**config.mk**
```make
export PLATFORM = sky130hd
export DESIGN_NAME = bus_arbiter_rr
export DESIGN_NICKNAME = d
export VERILOG_FILES = /design/src/rtl/bus_arbiter_rr.sv
export SDC_FILE = /design/constraint.sdc
export NUM_CORES = 1
export LEC_CHECK = 0
export ABC_AREA = 1
export CORE_MARGIN = 2
export CORE_UTILIZATION = 35
export DETAILED_ROUTE_END_ITERATION = 6
export GPL_ROUTABILITY_DRIVEN = 1
export PLACE_DENSITY_LB_ADDON = 0.3
export SYNTH_ARGS = -nofsm -noshare
export SYNTH_HDL_FRONTEND = slang
export SYNTH_SLANG_ARGS = --single-unit
```
**constraint.sdc**
```tcl
create_clock -name clk -period 4.1 [get_ports clk]
set_input_delay 0.82 -clock clk [delete_from_list [all_inputs] [get_ports clk]]
set_output_delay 0.82 -clock clk [all_outputs]
set_load 0.03 [all_outputs]
```
**src/rtl/bus_arbiter_rr.sv**
```systemverilog
// Registered round-robin arbiter for the shared OR-combined system bus: one-hot grant,
// hold until release, one idle cycle between owners, plus hold-time and transfer statistics.
module bus_arbiter_rr #(
  parameter int NREQ     = 8,
  parameter int OWNER_W  = 3,
  parameter int MAX_HOLD = 64
) (
  input  logic               clk,
  input  logic               rst,
  input  logic [NREQ-1:0]    bus_req,
  input  logic               bus_ready,
  output logic [NREQ-1:0]    bus_ack,
  output logic               bus_busy,
  output logic [OWNER_W-1:0] bus_owner,
  output logic               hold_timeout,
  output logic [15:0]        txn_count
);

  typedef enum logic [0:0] {
    IDLE  = 1'b0,
    GRANT = 1'b1
  } state_t;

  state_t               state_r, state_s;
  logic [NREQ-1:0]      ack_r, ack_s;
  logic [OWNER_W-1:0]   owner_r, owner_s;
  logic [OWNER_W-1:0]   last_ptr_r, last_ptr_s;
  logic [OWNER_W-1:0]   winner_s;
  logic                 found_s;
  logic                 owner_req_s;
  logic [OWNER_W:0]     scan_idx_s;
  logic [15:0]          hold_cnt_r, hold_cnt_s;
  logic                 timeout_r, timeout_s;
  logic [15:0]          txn_r;

  // Rotating priority search; scanning downward lets the nearest index after last_ptr win.
  always_comb begin
    winner_s   = {OWNER_W{1'b0}};
    found_s    = 1'b0;
    scan_idx_s = {(OWNER_W+1){1'b0}};
    for (int i = NREQ; i >= 1; i--) begin
      scan_idx_s = {1'b0, last_ptr_r} + (OWNER_W+1)'(i);
      scan_idx_s = (scan_idx_s >= (OWNER_W+1)'(NREQ)) ? scan_idx_s - (OWNER_W+1)'(NREQ) : scan_idx_s;
      if (|(bus_req & (NREQ'(1) << scan_idx_s))) begin
        winner_s = OWNER_W'(scan_idx_s);
        found_s  = 1'b1;
      end else begin
        winner_s = winner_s;
        found_s  = found_s;
      end
    end
  end

  // The grant vector is one-hot on the owner, so masking it picks out the owner's request.
  assign owner_req_s = |(bus_req & ack_r);

  // Next-state and next-grant logic.
  always_comb begin
    state_s    = state_r;
    ack_s      = ack_r;
    owner_s    = owner_r;
    last_ptr_s = last_ptr_r;
    hold_cnt_s = hold_cnt_r;
    case (state_r)
      IDLE: begin
        if (found_s) begin
          state_s    = GRANT;
          ack_s      = NREQ'(1) << winner_s;
          owner_s    = winner_s;
          last_ptr_s = winner_s;
          hold_cnt_s = 16'd1;
        end else begin
          ack_s = {NREQ{1'b0}};
        end
      end
      GRANT: begin
        if (owner_req_s) begin
          hold_cnt_s = (hold_cnt_r == 16'hFFFF) ? hold_cnt_r : hold_cnt_r + 16'd1;
        end else begin
          state_s = IDLE;
          ack_s   = {NREQ{1'b0}};
        end
      end
      default: begin
        state_s = IDLE;
        ack_s   = {NREQ{1'b0}};
      end
    endcase
    timeout_s = timeout_r | ((state_s == GRANT) && (hold_cnt_s >= 16'(MAX_HOLD)));
  end

  // State and statistics registers.
  always_ff @(posedge clk or posedge rst) begin
    if (rst) begin
      state_r    <= IDLE;
      ack_r      <= {NREQ{1'b0}};
      owner_r    <= {OWNER_W{1'b0}};
      last_ptr_r <= OWNER_W'(NREQ - 1);
      hold_cnt_r <= 16'd0;
      timeout_r  <= 1'b0;
      txn_r      <= 16'd0;
    end else begin
      state_r    <= state_s;
      ack_r      <= ack_s;
      owner_r    <= owner_s;
      last_ptr_r <= last_ptr_s;
      hold_cnt_r <= hold_cnt_s;
      timeout_r  <= timeout_s;
      txn_r      <= ((|ack_r) && bus_ready) ? txn_r + 16'd1 : txn_r;
    end
  end

  // Outputs come straight from registers.
  always_comb begin
    bus_ack      = ack_r;
    bus_busy     = |ack_r;
    bus_owner    = owner_r;
    hold_timeout = timeout_r;
    txn_count    = txn_r;
  end

endmodule
```
Figure 1. Cell placement (run 1).
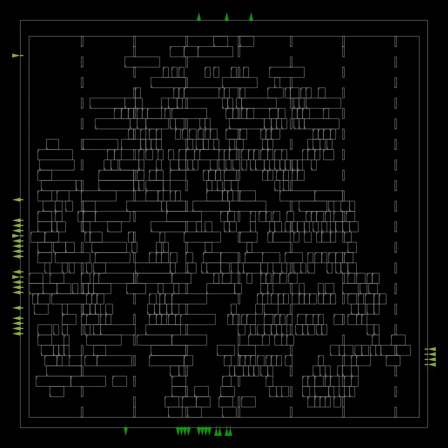
Well Taps: 136
fin cells: 703
Row Count: 37

Figure 2. Placement by cell class (run 1).
Scale bar: 20 um. Fill, decap, tap and diode cells in grey.
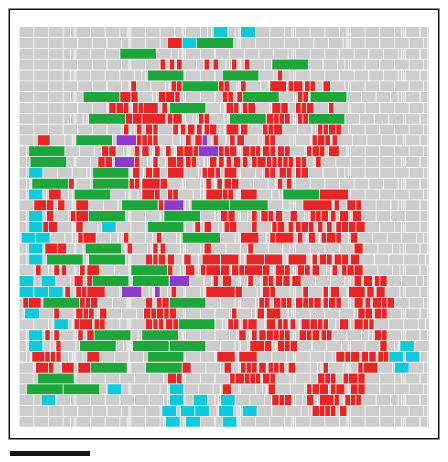
Key: sequential cells = green [cells 48]; clock drivers and dummy loads = purple [cells 8]; remaining buffers and delay cells = cyan [cells 39]; remaining logic cells = red [cells 472]
final core occ: 40.9%
design area: 0.00424 mm^2
sequential share of cell area: 28.4%
core area: 0.0104 mm^2

==> flow_summary_export.csv, run 1 <==
group,metric,value,unit
sta,fin_crit_sh,76.8,%
grt,track_usage,17.8,%
die,die_w,108,um
grt,antenna_found_initial,0,
detailed_routing,detail_route.iter0.violations,155,
pwr,power.switching,1.85,mW
grt,grt_max_degree,49,
pwr,switching_share,56.8,%
detailed_routing,top_layer_used,"met4",
detailed_routing,via_per_inst,5.09,
synthesis,syn-num-nets,563,
critical_path,cp-end-kind,"flip-flop",
detailed_routing,wire_per_inst,13.9,um
critical_path,reg2regPathDepth,15,
synthesis,edf_count,0,
critical_path,path_cells,"inv_4 -> ha_1 -> inv_4 -> nand3_1 -> nand2_1 -> nor2_1 -> nand2_1 -> nor2_2 -> inv_2 -> nor2_8 -> nand2_4 -> nand2_4 -> inv_2 -> nand2_2 -> o21ai_1",
synthesis,ys_sh_simple,44.4,%
clock_tree,root_buffer,"clkbuf_8",
clock_tree,cts_buffers,5,
run_status,status,"finished clean",
detailed_routing,drcViolationCount,0,
critical_path,worstSetupPathType,"reg2reg",
synthesis,postSynth.asyncResetShare,100,%
synthesis,yosys.area.top_type,"dfrtp_1",
grt,grtUsageMet3,2.66,%
layout,num_antenna_cells,0,
critical_path,crit_cells,15,
flow_run,warnings,34,
critical_path,critPathTopFamily,"simple AND/OR/NAND/NOR gates",
layout,final_cell_mix,"nand2_1, nand3_1, nor2_1, dfrtp_1, inv_1",
clock_tree,path_clk_slew,80,ps
hold_path,min_from,"hold_timeout",
sta,fmax,318,MHz
sta,finalSetupViolCount,0,
synthesis,common_cells,"nand2_1, nand3_1, nor2_1",
detailed_routing,drt-pass1-iter-count,5,
clock_tree,insertion_delay,310,ps
pwr,clk-power,0.295,mW
pwr,internal_power,1.41,mW
detailed_routing,met2_length,4470,um
sta,fin_crit,3150,ps
die,fp_util,36.2,%
detailed_routing,met1Wirelength,4560,um
pwr,leakage,2.11,nW
synthesis,top_cells_by_area,"dfrtp_1, nand2_1, nand3_1",
pwr,power.total,3.26,mW
grt,grt.overflow.total,0,
sta,finClkSkew,14.7,ps
pwr,pwr-share-seq,22.3,%
synthesis,ys_cells,540,
synthesis,yosys.area_share.adder,4.00,%
place,hpwl,7310,um
grt,use_met2,29.1,%
Figure 3. M1 wires (run 1).
Supply wires on this layer in grey.
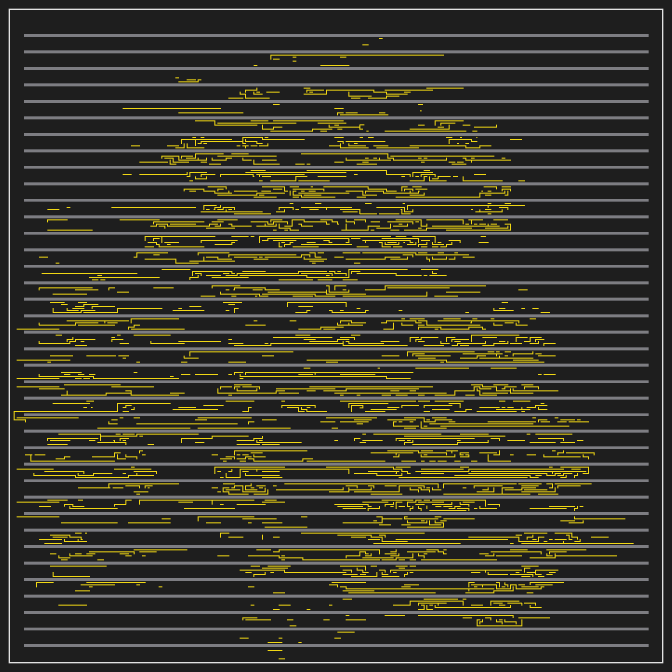
536 nets have wire on it. The longest straight run is 28.5 um.
Via Count: 3,575
total routed wirelength: 9790 um
GR Layer Usage met1: 24.5%

## run 1: stage by stage
stage | setup WS (ps) | cells | hold slack [ps]
finish | 953 | 703 | 473
CTS | 965 | 703 | 478
detailed placement | 781 | 695 | 457
global route | 741 | 703 | 497
global placement | 915 | 695 | 453
floorplan | 1590 | 540 | 499
## run 1: area by class of cell
| cell class | instances | area (um^2) | share of cell area, % |
|---|---|---|---|
| tap | 136 | 170 | 4.01 |
| multi-input combinational | 419 | 2180 | 51.5 |
| timing repair buffer | 39 | 390 | 9.20 |
| inverter | 53 | 204 | 4.81 |
| clock buffer | 8 | 90.1 | 2.12 |
| sequential | 48 | 1200 | 28.4 |
## run 1: registers in the layout, indices dropped and copies added, names as in the netlist
signal	count
txn_count	16
hold_timeout	1
hold_cnt_r	16
state_r	1
last_ptr_r	3
bus_owner	3
bus_ack	8
Figure 4. Metal layers overlaid (run 1).
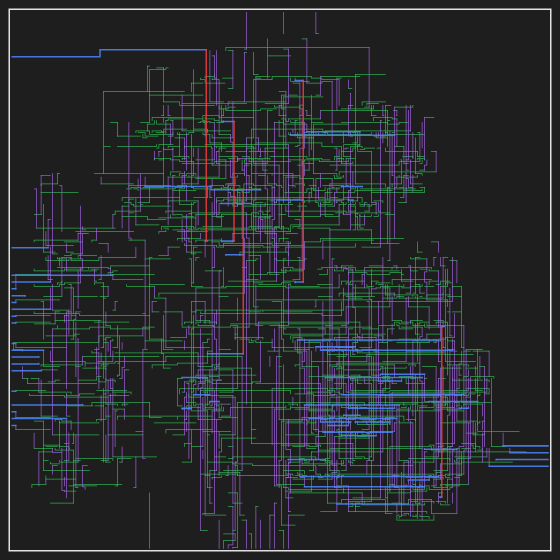

==> run 2: changes to the inputs <==
==> constraint.sdc (replaced) <==
create_clock -name clk -period 2.5 [get_ports clk]
set_input_delay 0.5 -clock clk [delete_from_list [all_inputs] [get_ports clk]]
set_output_delay 0.5 -clock clk [all_outputs]
set_load 0.03 [all_outputs]
Figure 5. Metal layers overlaid (run 2).
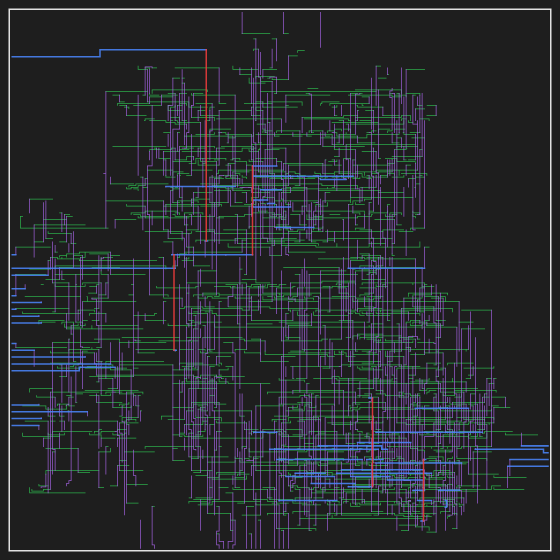
Key: M1 = green [wire length 4,730 um]; M4 = red [wire length 105 um]; M3 = blue [wire length 549 um]; M2 = purple [wire length 5,000 um]
Via Count: 3,874
DR WL/cell: 13.5 um
total routed wirelength: 10,400 um

Figure 6. Cell placement (run 2).
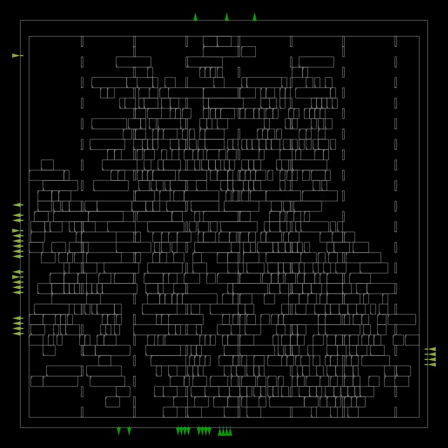
sequential share of cell area: 23.3%
flip-flops: 48
final core occ: 50.0%
fin cells: 771
# fillers: 1,023

==> flow_summary_export.csv, run 2 <==
group,metric,value,unit
run_status,status,"finished clean",
pwr,power.switching,3.59,mW
hold_path,whs_path_depth,1,
sta,fin_crit_sh,98.3,%
detailed_routing,drt-pass1-iter-count,4,
synthesis,ys_cells,540,
layout,flop_area,0.00120,mm^2
die,fp_util,36.2,%
clock_tree,cts_tree,"done",
critical_path,crit_slowest_cell,"dfstp_2",
layout,logic_gates,419,
hold_path,min_from,"txn_count[15]",
detailed_routing,detail_route.iter0.violations,179,
layout,dominant_cells,"combinational gates",
layout,comb_share,47.9,%
grt,antenna_found_initial,0,
place,hpwl,7270,um
synthesis,yosysTopAreaCellShare,30.0,%
layout,num_antenna_cells,0,
layout,buf_share,19.7,%
layout,final_cell_mix,"nand2_1, nand3_1, buf_4, dfrtp_1, inv_1",
critical_path,path_cells,"inv_4 -> ha_4 -> buf_4 -> nand3_1 -> nand2_1 -> nor2_2 -> nand2_2 -> buf_6 -> nor2_4 -> nand4_1 -> nand3_1 -> nand2_1 -> nand2_1 -> nand2_1 -> nand2_2 -> nand3_1 -> o21ai_1",
clock_tree,cts_buffers,5,
sta,fin_crit,2460,ps
sta,hold-worst-slack,476,ps
grt,track_usage,17.7,%
sta,finalSetupViolCount,0,
die,taps,136,
pwr,switching_share,51.3,%
synthesis,yosys.area_share.adder,4.00,%
clock_tree,path_clk_slew,90,ps
layout,final-clk-cell-share,1.81,%
sta,finClkSkew,11.9,ps
synthesis,yosys.area.top_type,"dfrtp_1",
sta,fin_ws,41.6,ps
clock_tree,root_buffer,"clkbuf_8",
layout,logic_area,0.00248,mm^2
critical_path,worstSetupPathType,"reg2reg",
place,place_worst_setup_slack,-164,ps
synthesis,edf_count,0,
synthesis,top_cells_by_area,"dfrtp_1, nand2_1, nand3_1",
synthesis,ys_sh_simple,44.4,%
synthesis,synthAoiAreaFrac,5.77,%
clock_tree,insertion_delay,300,ps
synthesis,postSynth.asyncResetShare,100,%
critical_path,crit_fanout,5,
die,die_w,108,um
detailed_routing,via_per_inst,5.02,
critical_path,critPathTopFamily,"simple AND/OR/NAND/NOR gates",
layout,nNonClkBuffers,107,
grt,grt_max_degree,27,
pwr,power.total,6.99,mW
clock_tree,cts_setup_buffers,4,
place,place_inst,748,
sta,fmax,407,MHz
die,row_count,37,
critical_path,cp-end-kind,"flip-flop",
layout,inverters,53,
critical_path,reg2regPathDepth,17,
pwr,internal_power,3.40,mW
synthesis,syn-num-nets,563,
flow_run,warnings,35,
synthesis,common_cells,"nand2_1, nand3_1, nor2_1",
pwr,pwr-share-seq,16.4,%
grt,grt.overflow.total,0,
detailed_routing,drcViolationCount,0,
die,core,0.0104,mm^2
pwr,clk-power,0.496,mW
layout,clock_buffer_count,7,
critical_path,crit_cells,17,
pwr,leakage,2.53,nW
Figure 7. Placement by cell class (run 2).
Scale bar: 20 um. Fill, decap, tap and diode cells in grey.
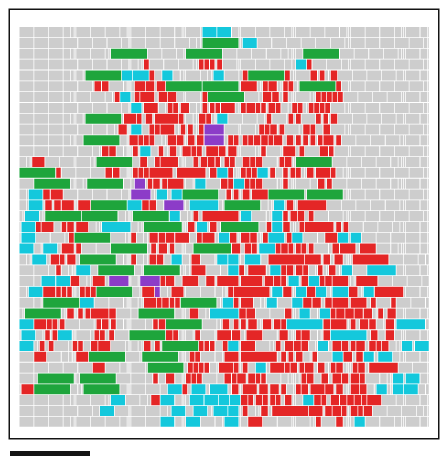
design area: 0.00518 mm^2

## run 2: cell counts after synthesis
Identical to the previous run, type by type.
## run 2: how the worst max path moves through the flow
| stage | start | to | slack, ps |
|---|---|---|---|
| after floorplan | last_ptr_r[2] | hold_cnt_r[0] | 10 |
| after global routing | last_ptr_r[1] | hold_timeout | -170 |
| after detailed placement | last_ptr_r[1] | hold_timeout | -160 |
| after global placement | last_ptr_r[2] | bus_owner[1] | -130 |
| final | last_ptr_r[2] | bus_ack[6] | 40 |
| after CTS | last_ptr_r[0] | hold_timeout | 7 |
## run 2: metal layers
metal	GRT usage (%)	share of wire (%)
met4	4.21	1.0
met3	2.78	5.3
met5	0	0
met2	29.4	48
met1	24.2	46
Figure 8. M1 wires (run 2).
Supply wires on this layer in grey.
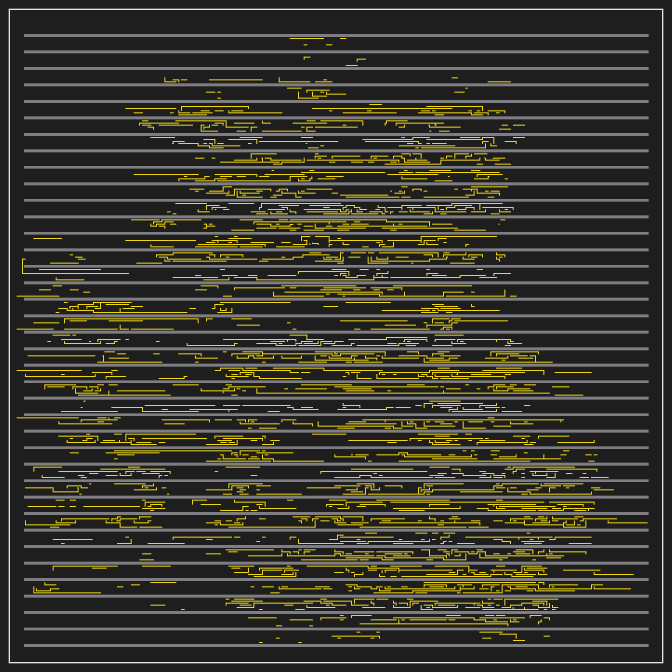

==> run 3: changes to the inputs <==
--- a/config.mk
+++ b/config.mk
@@ -11,6 +11,7 @@
 export DETAILED_ROUTE_END_ITERATION = 6
 export GPL_ROUTABILITY_DRIVEN = 1
 export PLACE_DENSITY_LB_ADDON = 0.3
+export SETUP_SLACK_MARGIN = 0.5
 export SYNTH_ARGS = -nofsm -noshare
 export SYNTH_HDL_FRONTEND = slang
 export SYNTH_SLANG_ARGS = --single-unit
Figure 9. M1 wires (run 3).
Supply wires on this layer in grey.
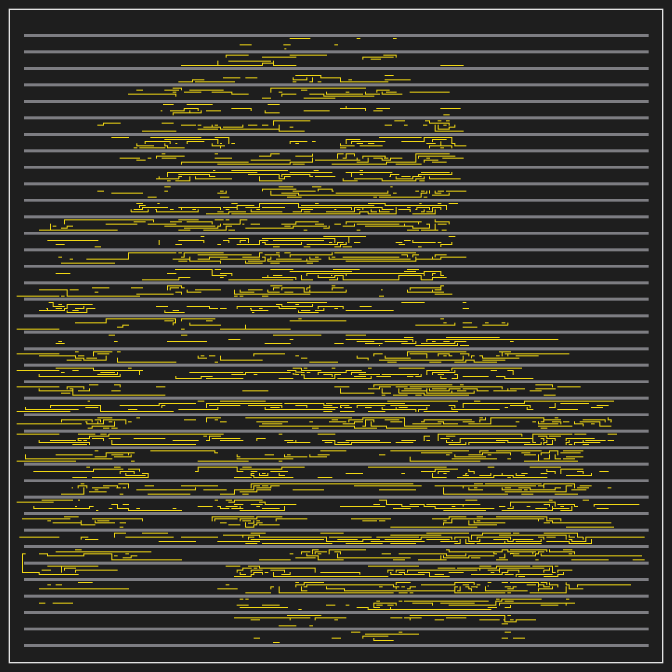
The layer holds 47% of the routed length. 586 nets have wire on it.
GR Layer Usage met1: 25.5%
total routed wirelength: 10,300 um

Figure 10. Wiring heat map (run 3).
The die is cut into 22 by 22 equal tiles; black is low, pale yellow is high, scaled to the fullest tile. Values are wire area over tile area, all layers added.
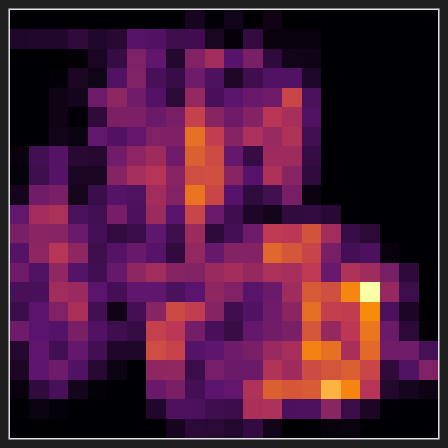
The densest ninth of the die: centre. 9.1% of the tiles are over half the peak. The mean over all tiles is 0.14. 27% of the tiles are nearly empty. The fullest tile reaches 0.66. The emptiest ninth of the die: north-east.
gr usage total: 18.7%
DR WL/cell: 13.4 um
Via Count: 3,842

==> flow_summary_export.csv, run 3 <==
group,metric,value,unit
run_status,status,"finished, violations left",
run_status,violations,"negative setup slack",
critical_path,critPathLaunch,"last_ptr_r[1]",
sta,hold-worst-slack,467,ps
place,place_inst,743,
synthesis,top_cells_by_area,"dfrtp_1, nand2_1, nand3_1",
layout,final-clk-cell-share,2.10,%
grt,grtUsageMet3,2.72,%
hold_path,min_from,"hold_timeout",
synthesis,ys_sh_simple,44.4,%
critical_path,crit_fanout,8,
die,fp_util,36.2,%
critical_path,crit_slowest_cell,"dfstp_2",
synthesis,synthAoiAreaFrac,5.77,%
clock_tree,root_buffer,"clkbuf_8",
pwr,leakage,2.58,nW
critical_path,crit_cells,16,
layout,comb_share,49.5,%
synthesis,syn-num-nets,563,
pwr,switching_share,52.1,%
hold_path,whs_path_depth,2,
pwr,power.switching,3.91,mW
clock_tree,path_clk_slew,100,ps
clock_tree,insertion_delay,300,ps
grt,grt_max_degree,24,
sta,fin_crit,2500,ps
sta,fin_ws,-2.78,ps
layout,logic_gates,419,
synthesis,edf_count,0,
sta,fmax,400,MHz
clock_tree,cts_tree,"done",
layout,clock_buffer_count,5,
clock_tree,cts_buffers,5,
synthesis,yosys.area_share.adder,4.00,%
pwr,power.total,7.51,mW
flow_run,warnings,37,
sta,finClkSkew,13.9,ps
pwr,internal_power,3.60,mW
layout,final_cell_area,0.00530,mm^2
die,taps,136,
layout,final_cell_mix,"nand2_1, nand3_1, buf_4, dfrtp_1, inv_1",
die,core,0.0104,mm^2
pwr,pwr-share-seq,15.0,%
grt,grt.overflow.total,0,
detailed_routing,via_per_inst,5.00,
grt,grt-busiest-layer,"met2",
pwr,clk-power,0.565,mW
synthesis,postSynth.asyncResetShare,100,%
layout,flop_area,0.00120,mm^2
critical_path,worstSetupEndpoint,"last_ptr_r[0]",
layout,design.seq.count,48,
layout,inverters,53,
sta,finalSetupViolCount,1,
synthesis,yosysTopAreaCellShare,30.0,%
layout,buf_share,18.0,%
place,hpwl,7550,um
die,row_count,37,
Figure 11. Cell placement (run 3).
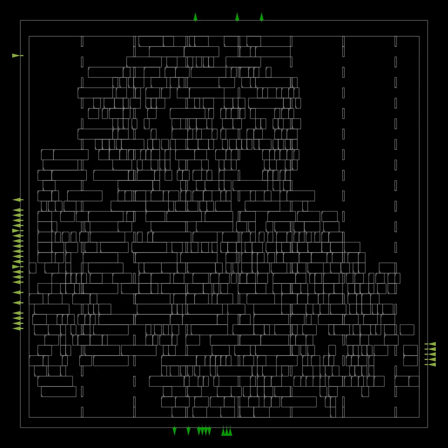
sequential share of cell area: 22.8%
# fillers: 1,018
fin cells: 769
final core occ: 51.1%

## run 3: cell count changes in the layout (fill, tap and decap cells not counted), sizes merged
cell           before  now
dlymetal6s2s        1    2
buf                66   67
clkdlybuf4s50      38   36
bufinv              0    1
inv                50   51
clkbuf              9    5
## run 3: per-layer routing
layer | vias up | wire (um) | share of wire, %
li1 | 1938 | - | -
met1 | 1786 | 4830 | 47
met2 | 103 | 4840 | 47
met3 | 15 | 436 | 4.2
met4 | 0 | 191 | 1.9
met5 | - | 0 | 0
## run 3: repair_timing
item / in CTS / in global routing
setup endpoints to repair: 33 / 34
gates cloned: 0 / 0
gates resized: 40 / 65
buffers inserted: 11 / 7
pin swaps: 26 / 24
Power is estimated from default activity; no workload was simulated.
